$ cat src/rtl/branch_predict_if.sv
// Bundle of fetch-lookup, resolve and statistics signals between the pipeline and the branch predictor.
// master drives lookup/resolve; slave (the predictor) returns prediction, outcome and stats.
interface branch_predict_if #(
    parameter int PC_WIDTH   = 32,
    parameter int STAT_WIDTH = 32
);
    logic [PC_WIDTH-1:0]   lookup_pc;
    logic                  predict_taken;
    logic                  resolve_valid;
    logic [PC_WIDTH-1:0]   resolve_pc;
    logic [2:0]            branch_mode;
    logic                  zero;
    logic                  negative;
    logic                  pred_taken_in;
    logic                  taken;
    logic                  mispredict;
    logic [STAT_WIDTH-1:0] branch_count;
    logic [STAT_WIDTH-1:0] mispredict_count;

    modport master (
        output lookup_pc, resolve_valid, resolve_pc, branch_mode, zero, negative, pred_taken_in,
        input  predict_taken, taken, mispredict, branch_count, mispredict_count
    );

    modport slave (
        input  lookup_pc, resolve_valid, resolve_pc, branch_mode, zero, negative, pred_taken_in,
        output predict_taken, taken, mispredict, branch_count, mispredict_count
    );
endinterface

$ cat src/rtl/branch_predict_unit.sv
// Branch resolution from ALU flags plus a PC-indexed table of 2-bit saturating counters
// for next-PC prediction, with branch and mispredict statistics.
module branch_predict_unit #(
    parameter int         PC_WIDTH   = 32,
    parameter int         INDEX_BITS = 6,
    parameter logic [1:0] CTR_INIT   = 2'b01,
    parameter int         STAT_WIDTH = 32
) (
    input  logic             clk,
    input  logic             reset,
    branch_predict_if.slave  bp
);
    localparam int DEPTH = 1 << INDEX_BITS;

    localparam logic [2:0] MODE_NONE = 3'b000;
    localparam logic [2:0] MODE_BEQ  = 3'b001;
    localparam logic [2:0] MODE_BNE  = 3'b010;
    localparam logic [2:0] MODE_BLEZ = 3'b011;
    localparam logic [2:0] MODE_BGTZ = 3'b100;
    localparam logic [2:0] MODE_BLTZ = 3'b101;
    localparam logic [2:0] MODE_BGEZ = 3'b110;
    localparam logic [2:0] MODE_JUMP = 3'b111;

    logic [1:0]            table_q [DEPTH];
    logic [STAT_WIDTH-1:0] branch_count_q, branch_count_d;
    logic [STAT_WIDTH-1:0] mispredict_count_q, mispredict_count_d;

    logic [INDEX_BITS-1:0] lookup_idx;
    logic [INDEX_BITS-1:0] resolve_idx;
    logic                  cond;
    logic                  is_conditional;
    logic                  is_branch;
    logic                  update_en;
    logic [1:0]            ctr_cur;
    logic [1:0]            ctr_d;

    // Word-aligned PCs: the low two bits never select an entry.
    assign lookup_idx  = bp.lookup_pc[INDEX_BITS+1:2];
    assign resolve_idx = bp.resolve_pc[INDEX_BITS+1:2];

    always_comb begin
        cond = 1'b0;
        case (bp.branch_mode)
            MODE_BEQ:  cond = bp.zero;
            MODE_BNE:  cond = ~bp.zero;
            MODE_BLEZ: cond = bp.negative | bp.zero;
            MODE_BGTZ: cond = ~bp.negative & ~bp.zero;
            MODE_BLTZ: cond = bp.negative;
            MODE_BGEZ: cond = ~bp.negative;
            MODE_JUMP: cond = 1'b1;
            default:   cond = 1'b0;
        endcase
    end

    assign is_branch      = bp.resolve_valid & (bp.branch_mode != MODE_NONE);
    assign is_conditional = (bp.branch_mode != MODE_NONE) & (bp.branch_mode != MODE_JUMP);
    assign update_en      = bp.resolve_valid & is_conditional;

    assign bp.taken         = bp.resolve_valid & cond;
    assign bp.mispredict    = is_branch & (bp.taken != bp.pred_taken_in);
    assign bp.predict_taken = table_q[lookup_idx][1];

    assign ctr_cur = table_q[resolve_idx];

    always_comb begin
        ctr_d = ctr_cur;
        if (bp.taken) begin
            if (ctr_cur != 2'b11) ctr_d = ctr_cur + 2'd1;
        end else begin
            if (ctr_cur != 2'b00) ctr_d = ctr_cur - 2'd1;
        end
    end

    // Statistics wrap naturally at the counter width.
    always_comb begin
        branch_count_d     = branch_count_q;
        mispredict_count_d = mispredict_count_q;
        if (is_branch)     branch_count_d     = branch_count_q + STAT_WIDTH'(1);
        if (bp.mispredict) mispredict_count_d = mispredict_count_q + STAT_WIDTH'(1);
    end

    always_ff @(posedge clk) begin
        if (reset) begin
            for (int i = 0; i < DEPTH; i++) table_q[i] <= CTR_INIT;
            branch_count_q     <= '0;
            mispredict_count_q <= '0;
        end else begin
            if (update_en) table_q[resolve_idx] <= ctr_d;
            branch_count_q     <= branch_count_d;
            mispredict_count_q <= mispredict_count_d;
        end
    end

    assign bp.branch_count     = branch_count_q;
    assign bp.mispredict_count = mispredict_count_q;

endmodule

$ cat src/flat_wrapper.sv
// flat-port wrapper written by rule: the top's interface ports become plain ports
module branch_predict_unit_flat 
#(
    parameter int         PC_WIDTH   = 32,
    parameter int         INDEX_BITS = 6,
    parameter logic [1:0] CTR_INIT   = 2'b01,
    parameter int         STAT_WIDTH = 32
)
  (clk, reset, bp_lookup_pc, bp_resolve_valid, bp_resolve_pc, bp_branch_mode, bp_zero, bp_negative, bp_pred_taken_in, bp_predict_taken, bp_taken, bp_mispredict, bp_branch_count, bp_mispredict_count);
  branch_predict_if #(.PC_WIDTH(PC_WIDTH), .STAT_WIDTH(STAT_WIDTH)) bp_i ();
  input  logic clk;
  input  logic reset;
  input wire logic [$bits(bp_i.lookup_pc)-1:0] bp_lookup_pc;
  input wire logic [$bits(bp_i.resolve_valid)-1:0] bp_resolve_valid;
  input wire logic [$bits(bp_i.resolve_pc)-1:0] bp_resolve_pc;
  input wire logic [$bits(bp_i.branch_mode)-1:0] bp_branch_mode;
  input wire logic [$bits(bp_i.zero)-1:0] bp_zero;
  input wire logic [$bits(bp_i.negative)-1:0] bp_negative;
  input wire logic [$bits(bp_i.pred_taken_in)-1:0] bp_pred_taken_in;
  output wire logic [$bits(bp_i.predict_taken)-1:0] bp_predict_taken;
  output wire logic [$bits(bp_i.taken)-1:0] bp_taken;
  output wire logic [$bits(bp_i.mispredict)-1:0] bp_mispredict;
  output wire logic [$bits(bp_i.branch_count)-1:0] bp_branch_count;
  output wire logic [$bits(bp_i.mispredict_count)-1:0] bp_mispredict_count;
  assign bp_i.lookup_pc = bp_lookup_pc;
  assign bp_i.resolve_valid = bp_resolve_valid;
  assign bp_i.resolve_pc = bp_resolve_pc;
  assign bp_i.branch_mode = bp_branch_mode;
  assign bp_i.zero = bp_zero;
  assign bp_i.negative = bp_negative;
  assign bp_i.pred_taken_in = bp_pred_taken_in;
  assign bp_predict_taken = bp_i.predict_taken;
  assign bp_taken = bp_i.taken;
  assign bp_mispredict = bp_i.mispredict;
  assign bp_branch_count = bp_i.branch_count;
  assign bp_mispredict_count = bp_i.mispredict_count;
  branch_predict_unit #(.PC_WIDTH(PC_WIDTH), .INDEX_BITS(INDEX_BITS), .CTR_INIT(CTR_INIT), .STAT_WIDTH(STAT_WIDTH)) u_core (.clk(clk), .reset(reset), .bp(bp_i));
endmodule
$ cat config.mk
export PLATFORM = sky130hd
export DESIGN_NAME = branch_predict_unit_flat
export DESIGN_NICKNAME = d
export VERILOG_FILES = /design/src/rtl/branch_predict_if.sv /design/src/rtl/branch_predict_unit.sv /design/src/flat_wrapper.sv
export SDC_FILE = /design/constraint.sdc
export NUM_CORES = 1
export LEC_CHECK = 0
export CAP_MARGIN = 30
export CORE_MARGIN = 4
export CORE_UTILIZATION = 39
export DETAILED_ROUTE_END_ITERATION = 10
export GPL_TIMING_DRIVEN = 0
export PLACE_DENSITY = 0.67
export SLEW_MARGIN = 20
export SYNTH_ARGS = -nofsm -noshare
export SYNTH_HDL_FRONTEND = slang
export SYNTH_SLANG_ARGS = --single-unit
$ cat constraint.sdc
create_clock -name clk -period 6.1 [get_ports clk]
set_clock_uncertainty 0.15 [all_clocks]
set_input_delay 0.915 -clock clk [delete_from_list [all_inputs] [get_ports clk]]
set_output_delay 0.915 -clock clk [all_outputs]
set_load 0.01 [all_outputs]
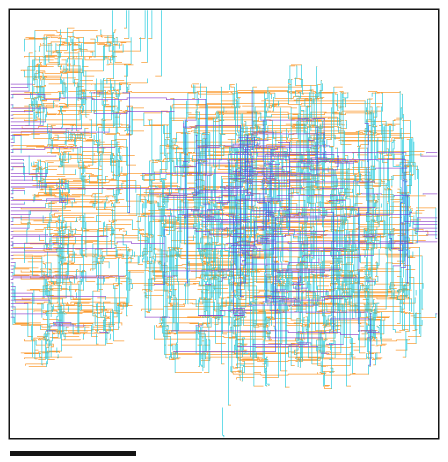
Fig. 1. Metal layers overlaid.
The bar under the picture is 50 microns long.
Cyan stands for M2, wire length 13900 microns. Purple stands for M3, wire length 3480 microns. Blue stands for M4, wire length 1110 microns. Orange stands for M1, wire length 12700 microns.
total number of vias: 8302
WL/cell: 22.0 microns
drt total wl: 31200 microns
total track usage: 21.6%

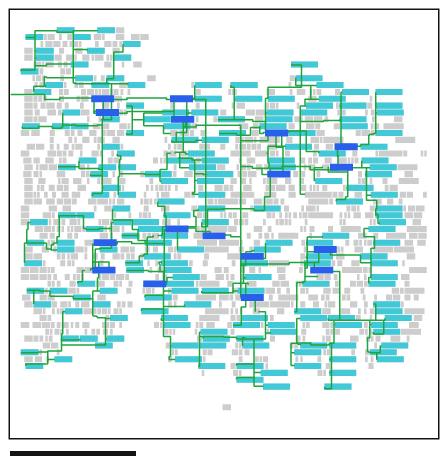
Fig. 2. Clock distribution.
The bar under the picture is 50 microns long.
Blue stands for clock-net drivers, count 17. Green stands for clock wires, length 2410 microns. Cyan stands for flip-flops, count 192.
There are 18 routed clock nets. Position of the flops: spread over the die.

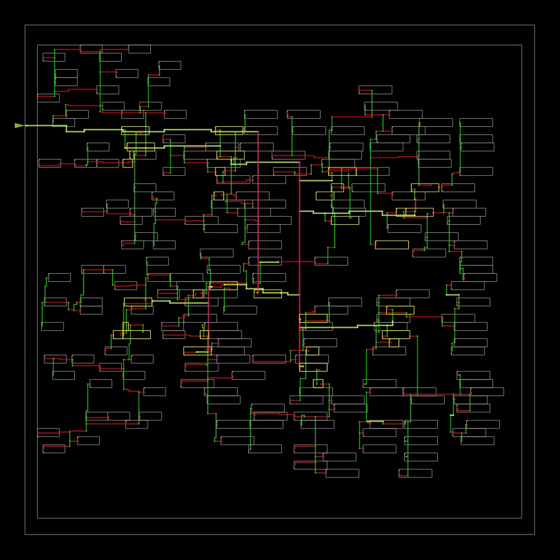
Fig. 3. Clock routing.
Insertion Delay late pin: 0.44 ns
CTS Buf Count: 17

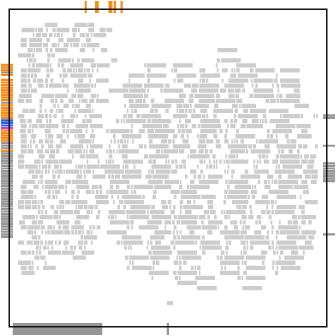
Fig. 4. Pin placement.
Pins as bars across the die edge, other pins in gray.
Magenta stands for bp_negative, pins 1, direction input, edge west. Orange stands for bp_branch_count, pins 32, direction output, edge 25 west, 7 north. Blue stands for bp_branch_mode, pins 3, direction input, edge west.
All pins by edge: 68 west, 53 south, 12 east, 7 north.

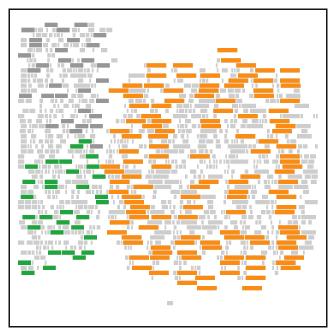
Fig. 5. Sequential cells grouped by signal name.
Green stands for u_core.bp.mispredict_count, sequential cells 32. Orange stands for u_core.table_q, sequential cells 128.
post-layout util: 47.5%
Flop area: 5120 sq um
flop share of the area: 42.4%
Seq. pwr: 1.42 mW

==> flow_summary.ini <==
; synthesis and place-and-route metrics
[run_status]
status = finished clean

[setup_path]
rrSetupSlack_ns = 3.06
critPathCaptureType = output port
critPathMaxFanout = 10
r2r_end = u_core.table_q[0][0]
cp-endpoint = bp_predict_taken
worstSetupStartpointType = input pin

[finish]
nonClkBufAreaFrac_pct = 10.6
logic_area_sq_um = 4640
n_all_buffers = 161
fillers = 2311
antenna_cells = 1
clockBufferCount = 18
final_area_sq_um = 12100
mostFrequentLayoutCells = edfxtp_1 (128), nor2_1 (116), nand2_1 (90)

[sta]
fmax_mhz = 193
finalCriticalPeriod_ns = 5.19

[clocking]
post_cts_buffers = 0
cts-root-buf = clkbuf_16
clk_pin_slew_ns = 0.07
clockBufferDepth = 2

[grt]
overflow = 0
grtUsageMet2_pct = 33.1
grt.met3_usage_pct = 6.60
antenna_found_initial = 1
grt_pass1_vias = 8200
grt_pass1_wl_microns = 47600

[drt]
drt_iter0_markers = 987
antenna_left = 0
drc = 0
top_layer_used = met4

[place]
gp_congestion = 0.982
port_buffers = 84
place_area_sq_um = 11500
hpwl_microns = 22000

[die]
fp.dieW_microns = 170
core-area_sq_um = 25500
die.size.y_microns = 170
chipArea_sq_um = 28900

[synth]
synth.logic.top_family = simple AND/OR/NAND/NOR gates
syn_nets = 1042
synth.avg_cell_area_sq_um = 10.6
syn_area_sq_um = 10200
ys_seq_share_pct = 50.2

[hold_path]
hold-path-cell-count = 2

[run]
max_cap_viol_count = 0

[power_and_ir_drop]
powerDensity_nw_per_um2 = 240
leakage_nw = 3.77
flip-flops by register name, indices dropped and copies added, names as in the netlist:
name and cells:
u_core.table_q 128, u_core.bp.branch_count 32, u_core.bp.mispredict_count 32
power breakdown:
part           internal, mW  switching [mW]  leakage [nW]
Combinational         0.131           0.232          1.83
Clock                 0.578           0.541         0.278
Sequential             1.41          0.0154          1.66
Total                  2.11           0.788          3.77
cells in the mapped netlist, types with 4 or more instances:
master	count	area [sq um]
edfxtp_1	128	3840
nor2_1	116	435
nand2_1	90	338
dfxtp_1	64	1280
nand3_1	56	280
nand2b_1	43	269
clkbuf_1	41	154
nor3_1	36	180
mux4_2	29	653
xnor2_1	29	254
a21oi_1	28	140
mux2i_1	26	260
nand4_1	24	150
o21ai_0	24	120
or2_2	22	138
or3_1	18	113
xor2_1	17	149
nor3_2	15	150
buf_2	13	65.1
inv_1	13	48.8
o21bai_1	13	97.6
and3_1	9	56.3
buf_6	9	101
and4_1	8	70.1
and2_1	7	43.8
buf_4	7	52.6
o22ai_1	7	43.8
a221oi_1	6	52.6
nand3b_1	5	37.5
or3b_2	5	43.8
and3b_1	4	35.0
mux4_1	4	105
nor2b_1	4	25.0
nor3b_1	4	30.0
nor4_1	4	25.0
metrics by stage:
step           total power, mW  hold WS (ns)  setup slack (ns)  utilization, %  instances
3_5_place_dp              1.80         0.340             0.942            45.1       1382
5_1_grt                   2.98         0.394             0.818            47.4       1416
2_1_floorplan             1.67         0.358              1.92               -        967
6_report                  2.90         0.350             0.910            47.5       1417
3_3_place_gp              1.80         0.328             0.941            45.0       1381
4_1_cts                   2.90         0.352             0.932            47.4       1414
worst max-delay path, cell delays in order:
cell and delay [ns]:
buf_1 0.45, clkbuf_1 0.81, mux4_2 0.43, mux4_2 0.55, mux4_2 0.48, clkdlybuf4s50_1 0.49
No activity file was given, so power comes from the tool's default toggle rates.
